[src/rtl/req_index_encoder.sv]
`default_nettype none
// ============================================================================
//  Module   : req_index_encoder
//  Purpose  : Collects up to N_REQ request lines into a sticky pending vector
//             and hands them out one at a time as IDX_W-bit indices over a
//             valid/ready handshake. The presented bit is cleared when its
//             handshake completes. Feeds event/vector numbers to the processor.
//  Ports    : clock      - rising-edge clock
//             reset      - synchronous, active-high reset
//             req        - request lines; bit i high in a cycle marks i pending
//             out_ready  - consumer accepts out_index this cycle
//             out_valid  - out_index holds a pending request
//             out_index  - index of the presented request
//             pending    - registered pending vector
//             dup_flag   - sticky: a request hit an already-pending bit
//  Options  : ROUND_ROBIN_EN - when defined, the next index is searched upward
//             from one past the last accepted index (wrapping), instead of
//             fixed lowest-index-first priority.
//  Revision : 1.0 - initial release
// ============================================================================
module req_index_encoder #(
    parameter int N_REQ = 32,
    parameter int IDX_W = 5
) (
    input  logic             clock,
    input  logic             reset,
    input  logic [N_REQ-1:0] req,
    input  logic             out_ready,
    output logic             out_valid,
    output logic [IDX_W-1:0] out_index,
    output logic [N_REQ-1:0] pending,
    output logic             dup_flag
);

    typedef enum logic [0:0] {
        IDLE    = 1'b0,
        PRESENT = 1'b1
    } state_t;

    localparam logic [N_REQ-1:0] C_ONE_HOT_LSB = {{(N_REQ-1){1'b0}}, 1'b1};

    state_t             state_q, state_d;
    logic [IDX_W-1:0]   index_q, index_d;
    logic [N_REQ-1:0]   pending_q, pending_d;
    logic               dup_q, dup_d;

    logic               w_hs;
    logic [N_REQ-1:0]   w_clr;
    logic [N_REQ-1:0]   w_remain;
    logic [IDX_W-1:0]   w_start_idle;
    logic [IDX_W-1:0]   w_start_hs;

`ifdef ROUND_ROBIN_EN
    logic [IDX_W-1:0]   last_q, last_d;
`endif

    // First set bit of x, scanning upward from 'start' and wrapping.
    function automatic logic [IDX_W-1:0] sel(
        input logic [N_REQ-1:0] x,
        input logic [IDX_W-1:0] start
    );
        logic [IDX_W-1:0] result;
        logic [IDX_W-1:0] pos;
        logic             found;
        result = '0;
        found  = 1'b0;
        for (int k = 0; k < N_REQ; k++) begin
            pos = start + k[IDX_W-1:0];
            if (!found && x[pos]) begin
                result = pos;
                found  = 1'b1;
            end
        end
        return result;
    endfunction

    assign w_hs     = (state_q == PRESENT) && out_ready;
    assign w_clr    = w_hs ? (C_ONE_HOT_LSB << index_q) : '0;
    // Candidates for back-to-back presentation: requests arriving in the
    // handshake cycle are deliberately excluded; they are picked up next cycle.
    assign w_remain = pending_q & ~w_clr;

`ifdef ROUND_ROBIN_EN
    // On a handshake 'last' becomes the accepted index, so the back-to-back
    // search starts just past the index being accepted.
    assign w_start_idle = last_q + 1'b1;
    assign w_start_hs   = index_q + 1'b1;
`else
    assign w_start_idle = '0;
    assign w_start_hs   = '0;
`endif

    always_comb begin
        state_d   = state_q;
        index_d   = index_q;
        // A new request on the bit being cleared wins, so it stays pending.
        pending_d = w_remain | req;
        dup_d     = dup_q | (|(req & w_remain));
`ifdef ROUND_ROBIN_EN
        last_d    = w_hs ? index_q : last_q;
`endif
        case (state_q)
            IDLE: begin
                if (|pending_q) begin
                    index_d = sel(pending_q, w_start_idle);
                    state_d = PRESENT;
                end
            end
            PRESENT: begin
                // No preemption: index only changes on a completed handshake.
                if (w_hs) begin
                    if (|w_remain) begin
                        index_d = sel(w_remain, w_start_hs);
                    end else begin
                        state_d = IDLE;
                    end
                end
            end
            default: begin
                state_d = IDLE;
            end
        endcase
    end

    always_ff @(posedge clock) begin
        if (reset) begin
            state_q   <= IDLE;
            index_q   <= '0;
            pending_q <= '0;
            dup_q     <= 1'b0;
`ifdef ROUND_ROBIN_EN
            last_q    <= '1;
`endif
        end else begin
            state_q   <= state_d;
            index_q   <= index_d;
            pending_q <= pending_d;
            dup_q     <= dup_d;
`ifdef ROUND_ROBIN_EN
            last_q    <= last_d;
`endif
        end
    end

    assign out_valid = (state_q == PRESENT);
    assign out_index = index_q;
    assign pending   = pending_q;
    assign dup_flag  = dup_q;

endmodule
`default_nettype wire

[config.mk]
export PLATFORM = sky130hd
export DESIGN_NAME = req_index_encoder
export DESIGN_NICKNAME = d
export VERILOG_FILES = /design/src/rtl/req_index_encoder.sv
export SDC_FILE = /design/constraint.sdc
export NUM_CORES = 1
export LEC_CHECK = 0
export ABC_AREA = 1
export ABC_CLOCK_PERIOD_IN_PS = 2800
export CORE_AREA = 2 2 94 96
export DETAILED_ROUTE_END_ITERATION = 8
export DIE_AREA = 0 0 96 98
export PLACE_DENSITY = 0.66
export SYNTH_ARGS = -nofsm -noshare
export SYNTH_HDL_FRONTEND = slang
export SYNTH_SLANG_ARGS = --single-unit
[constraint.sdc]
create_clock -name clock -period 2.8 [get_ports clock]
set_input_delay 0.56 -clock clock [delete_from_list [all_inputs] [get_ports clock]]
set_output_delay 0.56 -clock clock [all_outputs]
set_load 0.03 [all_outputs]
==> out/qor.csv, run 1 <==
metric,value,unit
post-route-period-util,90.2,%
yosys_area,2880,um2
r2r_cells,17,
dr_total_vias,3631,
finish.instance_area,4390,um2
yosys.area_share.simple,41.2,%
critical_path.max_stage_delay,0.39,ns
cp_num_buf_inv,0,
wl_cell,13.7,um
insertedDiodeCount,0,
adder_area_share,0,%
final_period_minus_worst_setup_slack,2.53,ns
cts-root-buf,clkbuf_8,
area_growth,52.5,%
placement.setup.worst_slack,-0.437,ns
port_buffers,73,
design_power_total,1.63,mW
synth.cellmix.xorXnorShare,0,%
post_synth_inst_count,466,
post_cts_resized,1,
worst-endpoint-required,3.01,ns
final_antenna_net_count,0,
synthTopCellsByArea,"dfxtp_1, nor2_1, nand2_1, inv_1, a21oi_1",
synth.top_cell.area_share,27.1,%
top_area_cell,dfxtp_1,
cts_max_path_bufs,2,
critical_path.max_fanout,11,
outcome,"complete, no violations",
maxSlewViolCount,0,
worstSetupStartpointType,flop,
grt_antenna_before_repair,0,
end_kind,flop,
powerDensity,370,nW/um2
setup.reg_to_reg.worst_slack,0.27,ns
synth_flops,39,
path_delay_family,simple AND/OR/NAND/NOR gates,
utilization,51.9,%
cpMostUsedCell,nor2_4,
yosysCellCount,466,
fin_worst_hold_slack,0.541,ns
mux_area_share,0,%
timing.rr.start,out_index[1],
worstHoldStart,dup_flag,
synth.logic.top_family,simple AND/OR/NAND/NOR gates,
hpwl_dp,8200,um
ir_drop,0.183,mV
dieArea,9410,um2
ys.warnings.count,0,
yosys.stat.seqShare,27.1,%
cts_htree_levels,2,
gp_routability_congestion,0.992,
tritoncts,built,
placementRows,34,
timing.hold.worst.class,flop to flop,
dp_cells,714,
io_pins,74,
chipWidth,96,um
ys_sh_aoi,19.8,%
synth.cell_area,2880,um2
layout-drive-gt1-share,21.9,%
critical_path.reg2reg.endpoint,out_index[1],
worst_clock_skew,0.00730,ns
cp.arrival,2.74,ns
drt-initial-drc-count,269,
worst_setup_hold_path_clk_slew,0.08,ns
largest_net_degree_at_the_start_of_global_routing,39,
via_per_inst,5.04,
post-route-worst-setup-slack,0.273,ns
timing.final.hold_violations,0,
post_synth_most_frequent_cells,"nor2_1, nand2_1, inv_1",
insertion_delay,0.29,ns
max_slew_margin,63.6,%
placeable_area,8470,um2
grt_pass1_vias,3492,
grt_overflow,0,
fin_tns_setup,0,ns
worst-slew-pin-transition,0.532,ns
final_wirelength,9850,um
power.static_leakage,2.07,nW
ys_async_sr_fraction,0,%
critPathKind,flop to flop,
ff_type,dfxtp_1,
drv_cap,0,
grt_pass1_wl,16600,um
number_of_cells_in_the_finished_layout_apart_from_fillers,720,
drcViolationCount,0,
netlist-cell-type-count,39,
cp_slowest_cell,dfxtp_4,
==> run 1: flip-flops by register name, summed over array words and instances, names as in the netlist <==
name and flops:
dup_flag 1, pending 32, out_valid 1, out_index 5
==> run 1: worst min path at each step <==
stage,end,slack (ns),depth (start not counted)
3_5_place_dp,dup_flag,0.50,2
5_1_grt,dup_flag,0.56,2
3_3_place_gp,dup_flag,0.49,2
6_report,dup_flag,0.54,2
4_1_cts,dup_flag,0.53,2
2_1_floorplan,pending[3],0.66,2
==> run 1: where the power goes <==
part | leakage [nW] | internal [mW] | switching [mW]
Combinational | 1.70 | 0.274 | 0.330
Clock | 0.0371 | 0.166 | 0.197
Sequential | 0.330 | 0.595 | 0.0635
Total | 2.07 | 1.04 | 0.591
==> run 1: final cells by class <==
type                            count  area, um2
Clock buffer                        6       72.6
Fill cell                         875       4070
Timing Repair Buffer              148       1290
Sequential cell                    39        798
Multi-Input combinational cell    339       1800
Tap cell                          108        135
Inverter                           80        300
==> run 1: cell usage in the layout (no fill, tap or decap), drive strengths merged <==
cell type and n:
nor2 99, nor4 4, a211oi 2, o2111ai 3, a41oi 1, nand3 32, o221ai 2, buf 75
a221oi 3, clkdlybuf4s50 72, o21bai 1, o41ai 5, o22ai 5, clkbuf 7, inv 79, a311oi 1
and3 1, a2111oi 1, clkinv 1, o211ai 4, o31ai 3, nand4 14, o21ai 28, nor3 7
nand3b 1, nand2 89, a21oi 33, dfxtp 39
==> run 1: kinds of logic (layout without fill, tap and decap cells) <==
kind of cell / after synthesis / count (layout)
flops: 39 / 39
simple gates: 247 / 247
compound gates: 92 / 92
buf+inv: 88 / 234
==> run 1: metal layers <==
layer	track usage [%]	wire length, um	up-vias
li1	-	-	1838
met5	0	0	-
met3	3.01	485	17
met1	30.7	4560	1660
met4	6.26	184	0
met2	35.7	4620	116
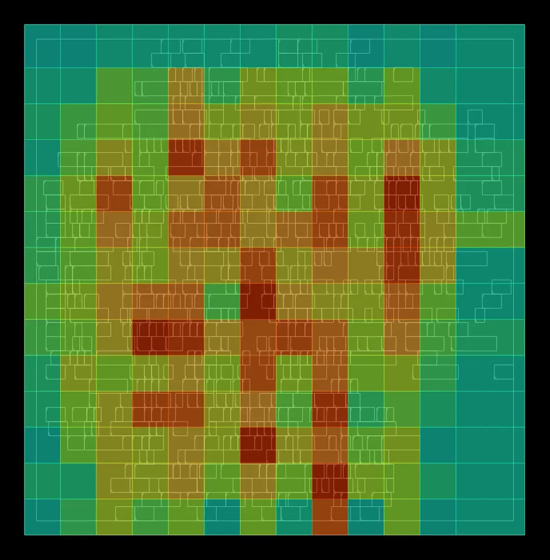
(run_1/congestion_map.png)
met1 usage in global routing: 30.7%
total global-route track usage: 22.2%

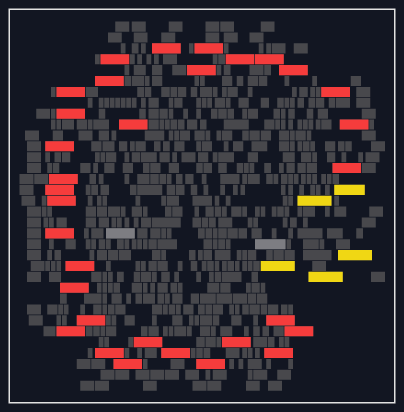
(run_1/ff_map.png)
Scale: 4 px per um. Other sequential cells in the stronger gray, the rest of the logic in the fainter gray.
- yellow: out_index (flops 5)
- red: pending (flops 32; where all over the die)
- not colored: 2

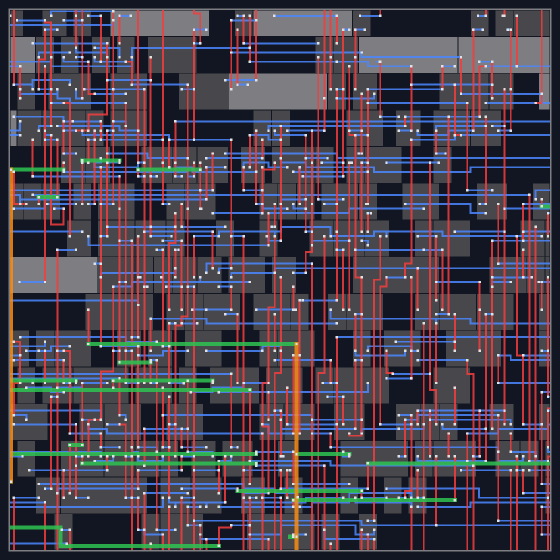
(run_1/closeup.png)
Region (28, 49) to (68, 89) um. Cells in gray, sequential cells in the stronger gray; small squares are vias.
- green: M3
- blue: M1
- red: M2
- orange: M4
- most frequent: buf_4 (26), inv_1 (21), nor2_1 (20)
- cells with their middle in the window: 159
- sequential cells in the window: 6
- netlist names of flops here include: pending (6)

## Run 2: what changed since run 1
--- a/config.mk
+++ b/config.mk
@@ -8,6 +8,7 @@
 export ABC_AREA = 1
 export ABC_CLOCK_PERIOD_IN_PS = 2800
 export CORE_AREA = 2 2 94 96
+export CTS_CLUSTER_SIZE = 14
 export DETAILED_ROUTE_END_ITERATION = 8
 export DIE_AREA = 0 0 96 98
 export PLACE_DENSITY = 0.66
==> out/qor.csv, run 2 <==
metric,value,unit
route.met2.wl,4620,um
worst_setup_hold_path_clk_slew,0.08,ns
cts-root-buf,clkbuf_8,
critical_path.max_fanout,11,
insertedDiodeCount,0,
dr_wl_met3,485,um
setup_violations,0,
grt_overflow,0,
yosys.stat.seqShare,27.1,%
cp_slowest_cell,dfxtp_4,
cts_max_path_bufs,2,
drt-initial-drc-count,269,
ir_drop,0.183,mV
max_slew_margin,63.6,%
path_delay_family,simple AND/OR/NAND/NOR gates,
placement.setup.worst_slack,-0.437,ns
cp.arrival,2.74,ns
ys_async_sr_fraction,0,%
cts.sinks,39,
worst_clock_skew,0.00730,ns
cp_num_buf_inv,0,
end_kind,flop,
port_buffers,73,
synthTopCellsByArea,"dfxtp_1, nor2_1, nand2_1, inv_1, a21oi_1",
final_antenna_net_count,0,
top_area_cell,dfxtp_1,
placeable_area,8470,um2
timing.hold.worst.class,flop to flop,
postCtsHoldBufs,0,
yosysCellCount,466,
grt_antenna_before_repair,0,
synth_flops,39,
outcome,"complete, no violations",
mostFrequentLayoutCells,"nor2_1, nand2_1, buf_4",
fin_worst_hold_slack,0.541,ns
netlist-cell-type-count,39,
drv_cap,0,
post_synth_most_frequent_cells,"nor2_1, nand2_1, inv_1",
ys.warnings.count,0,
yosys_area,2880,um2
tritoncts,built,
ff_type,dfxtp_1,
timing.final.hold_violations,0,
cts_htree_levels,2,
cpMostUsedCell,nor2_4,
chipWidth,96,um
critical_path.max_stage_delay,0.39,ns
maxSlewViolCount,0,
worst-slew-pin-transition,0.532,ns
synth.top_cell.area_share,27.1,%
final_period_minus_worst_setup_slack,2.53,ns
grt_pass1_vias,3492,
insertion_delay,0.29,ns
gp_routability_congestion,0.992,
worstSetupStartpointType,flop,
post_synth_inst_count,466,
grt_pass1_wl,16600,um
hpwl_dp,8200,um
area_growth,52.5,%
drt-met1-wl,4560,um
most_common_cell,nor2_1,
largest_register_ff_count,32,
critPathKind,flop to flop,
met1_usage_in_global_routing,30.7,%
largest_net_degree_at_the_start_of_global_routing,39,
groute.usage.overall,22.2,%
synth.cell_area,2880,um2
via_per_inst,5.04,
post-route-period-util,90.2,%
dieArea,9410,um2
powerDensity,370,nW/um2
layout-drive-gt1-share,21.9,%
io_pins,74,
post-route-worst-setup-slack,0.273,ns
drcViolationCount,0,
dr_total_vias,3631,
enable_flop_cells,0,
final_wirelength,9850,um
==> run 2: cell counts in the layout (fill, tap and decap cells not counted) <==
Identical to the previous run, type by type.
==> run 2: what timing repair did <==
action,in CTS,in global routing
endpoints found under the hold margin,0,0
gates resized,1,24
pin swaps,0,0
setup endpoints to repair,6,6
buffers inserted,0,0
==> run 2: layout make-up <==
class                      count  area (um2)
tap                          108         135
fill                         875        4070
timing repair buffer         148        1290
clock buffer                   6        72.6
inverter                      80         300
sequential                    39         798
multi-input combinational    339        1800
==> run 2: kinds of logic (layout without fill, tap and decap cells) <==
| kind of cell | after synthesis | after routing | share of synthesized area [%] |
|---|---|---|---|
| flops | 39 | 39 | 27.1 |
| compound gates | 92 | 92 | 19.8 |
| buf+inv | 88 | 234 | 11.8 |
| simple gates | 247 | 247 | 41.2 |
==> run 2: where the power goes <==
part,switching (mW),internal (mW),total [mW]
registers,0.0635,0.595,0.658
clock network,0.197,0.166,0.364
logic,0.330,0.274,0.604
total,0.591,1.04,1.63
==> run 2: path summary, 6_finish.rpt <==
path / start / to / slack, ns / cells past startpoint
hold reg to reg: dup_flag / dup_flag / 0.54 / 2
setup / recovery: out_index[1] / out_index[1] / 0.27 / 17
hold / removal: dup_flag / dup_flag / 0.54 / 2
setup reg to reg: out_index[1] / out_index[1] / 0.27 / 17
==> run 2: per-stage QoR <==
| step | area, um2 | power [mW] | std cells | TNS, ns |
|---|---|---|---|---|
| 6_report | 4390 | 1.63 | 720 | 0 |
| 5_1_grt | 4390 | 1.73 | 720 | -0.00250 |
| 4_1_cts | 4340 | 1.63 | 720 | 0 |
| 3_5_place_dp | 4270 | 1.26 | 714 | -2.60 |
| 3_3_place_gp | 4270 | 1.26 | 714 | -2.26 |
| 2_1_floorplan | 2880 | 0.964 | 466 | 0 |
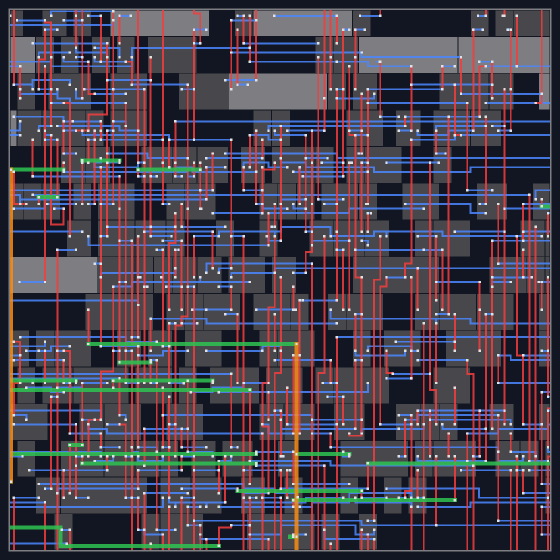
(run_2/closeup.png)
Region (28, 49) to (68, 89) um. Cells in gray, sequential cells in the stronger gray; small squares are vias.

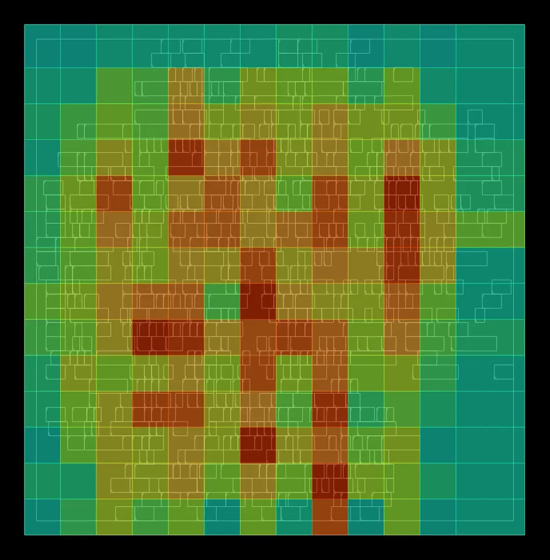
(run_2/congestion_map.png)
met2 Resource Use GR: 35.7%
grt peak-use layer: met2
global routing met3 resource utilization: 3.01%
final design utilization: 51.9%

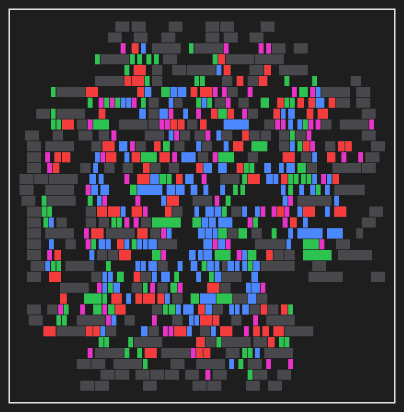
(run_2/gates.png)
Scale: 4 px per um.
- blue: nand cells (cells 136)
- green: nor cells (cells 110)
- red: aoi and oai cells (cells 92)
- magenta: inv cells (cells 80)
number of cells in the finished layout apart from fillers: 720
multi-input logic portion of the cell area: 40.9%

## Run 3: what changed since run 2
--- a/config.mk
+++ b/config.mk
@@ -11,6 +11,7 @@
 export CTS_CLUSTER_SIZE = 14
 export DETAILED_ROUTE_END_ITERATION = 8
 export DIE_AREA = 0 0 96 98
+export GPL_ROUTABILITY_DRIVEN = 0
 export PLACE_DENSITY = 0.66
 export SYNTH_ARGS = -nofsm -noshare
 export SYNTH_HDL_FRONTEND = slang
==> out/qor.csv, run 3 <==
metric,value,unit
outcome,"complete, no violations",
dr_total_vias,3769,
hpwl_dp,8400,um
powerDensity,378,nW/um2
yosys_area,2880,um2
yosys.area_share.simple,41.2,%
fin_worst_hold_slack,0.506,ns
dieArea,9410,um2
cts_max_path_bufs,2,
synthTopCellsByArea,"dfxtp_1, nor2_1, nand2_1, inv_1, a21oi_1",
grt_pass1_wl,16800,um
post-route-period-util,92.4,%
worstSetupStartpointType,flop,
top_area_cell,dfxtp_1,
ff_type,dfxtp_1,
net-switching-power,0.617,mW
grt_antenna_before_repair,0,
grt_pass1_vias,3568,
yosys.stat.seqShare,27.1,%
timing.hold.worst.class,flop to flop,
enable_flop_cells,0,
end_kind,flop,
synth.top_cell.area_share,27.1,%
final.fill_count,835,
critical_path.max_stage_delay,0.40,ns
most_common_cell,nor2_1,
netlist-cell-type-count,39,
mux_area_share,0,%
post_synth_most_frequent_cells,"nor2_1, nand2_1, inv_1",
largest_register_ff_count,32,
area_growth,58.2,%
detailed_place.area,4310,um2
cts-root-buf,clkbuf_8,
mostFrequentLayoutCells,"buf_4, nand2_1, nor2_1",
placement.setup.worst_slack,-0.470,ns
yosysCellCount,466,
ys.warnings.count,0,
worst_clock_skew,0.00667,ns
worst_setup_hold_path_clk_slew,0.09,ns
final_antenna_net_count,0,
synth.cell_area,2880,um2
power.internal,1.10,mW
layout-drive-gt1-share,24.6,%
final_wirelength,10300,um
path_delay_family,simple AND/OR/NAND/NOR gates,
dp_cells,718,
fin_tns_setup,0,ns
grt_overflow,0,
synth_flops,39,
insertedDiodeCount,0,
timing.final.hold_violations,0,
largest_net_degree_at_the_start_of_global_routing,15,
ys_async_sr_fraction,0,%
cp_slowest_cell,dfxtp_4,
seqPwrFrac,38.4,%
setup.worst_path.start,out_index[0],
design_power_total,1.72,mW
cpMostUsedCell,nor2_4,
groute.usage.overall,22.5,%
combinationalPowerShare,36.1,%
timing.rr.start,out_index[0],
chipWidth,96,um
io_pins,74,
setup_violations,0,
ys_sh_aoi,19.8,%
fraction_of_power_spent_switching_nets,35.9,%
cts.sinks,39,
worst-endpoint-required,3.02,ns
critPathKind,flop to flop,
drcViolationCount,0,
worstHoldStart,dup_flag,
worst-slew-pin-transition,0.575,ns
post-route-worst-setup-slack,0.214,ns
cp.arrival,2.81,ns
insertion_delay,0.30,ns
-- run 3: cell counts after synthesis --
No cell type changed its count.
-- run 3: power by group through the flow --
stage	clock network (mW)	registers [mW]	logic (mW)
after global placement	0	0.668	0.594
after CTS	0.446	0.657	0.605
final	0.439	0.660	0.621
after floorplan	0	0.722	0.241
after detailed placement	0	0.668	0.602
after global routing	0.470	0.666	0.675
-- run 3: area by class of cell --
class                   instances  area (um2)  area share (%)
inverters                      80         300            6.59
well taps                     108         135            2.97
repair buffers                160        1390            30.5
flip-flops and latches         39         807            17.7
clock buffers                   8         100            2.20
multi-input cells             339        1820            40.0
-- run 3: routing by layer --
layer  GRT usage [%]  up-vias  wire, um
met2            35.8      143      4820
met4            7.58        0       292
met3            3.78       27       634
met1            30.6     1736      4570
met5               0        -         0
li1                -     1863         -
-- run 3: what timing repair did --
action,4_1_cts,5_1_grt
pin swaps,0,13
cloned,0,0
hold buffers,0,0
gates resized,3,34
buffers inserted,0,8
setup endpoints to repair,5,6
-- run 3: worst paths after layout --
| kind | end | slack, ns | cells after the start |
|---|---|---|---|
| hold reg to reg | dup_flag | 0.51 | 2 |
| setup reg to reg | out_index[2] | 0.21 | 18 |
| setup / recovery | out_index[2] | 0.21 | 18 |
| hold / removal | dup_flag | 0.51 | 2 |
-- run 3: kinds of logic after synthesis --
family          count (synthesis)
compound gates                 92
simple gates                  247
flops                          39
buf+inv                        88
-- run 3: worst min-delay path, delay by kind of cell (launching register included) --
family | cells | cell delay, ns
AOI/OAI and AO/OA | 1 | 0.08
DFF | 1 | 0.35
buffers and inverters | 1 | 0.05
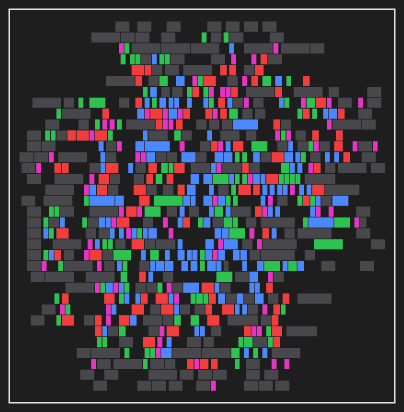
(run_3/gates.png)
Scale: 4 px per um.
multi-input logic portion of the cell area: 40.0%
number of cells in the finished layout apart from fillers: 734
leading cell type in the layout, fill and taps excluded: buf_4

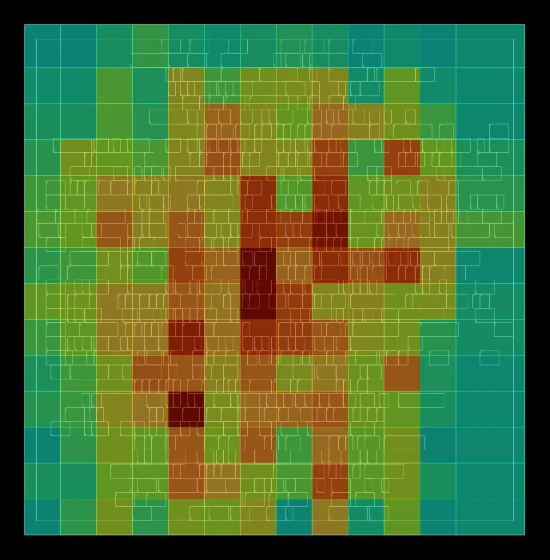
(run_3/congestion_map.png)
met1 usage in global routing: 30.6%
met2 Resource Use GR: 35.8%
WL/cell: 14.1 um
final design utilization: 53.8%

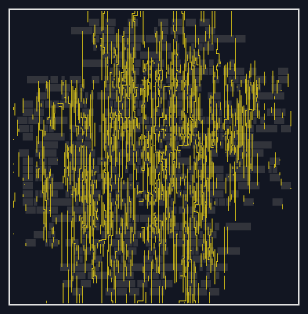
(run_3/m2.png)
Scale: 3 px per um. Cells faint in the background.
- longest straight run: 36.4 um
- wire length on this layer: 4,820 um

No activity file was given, so power comes from the tool's default toggle rates.
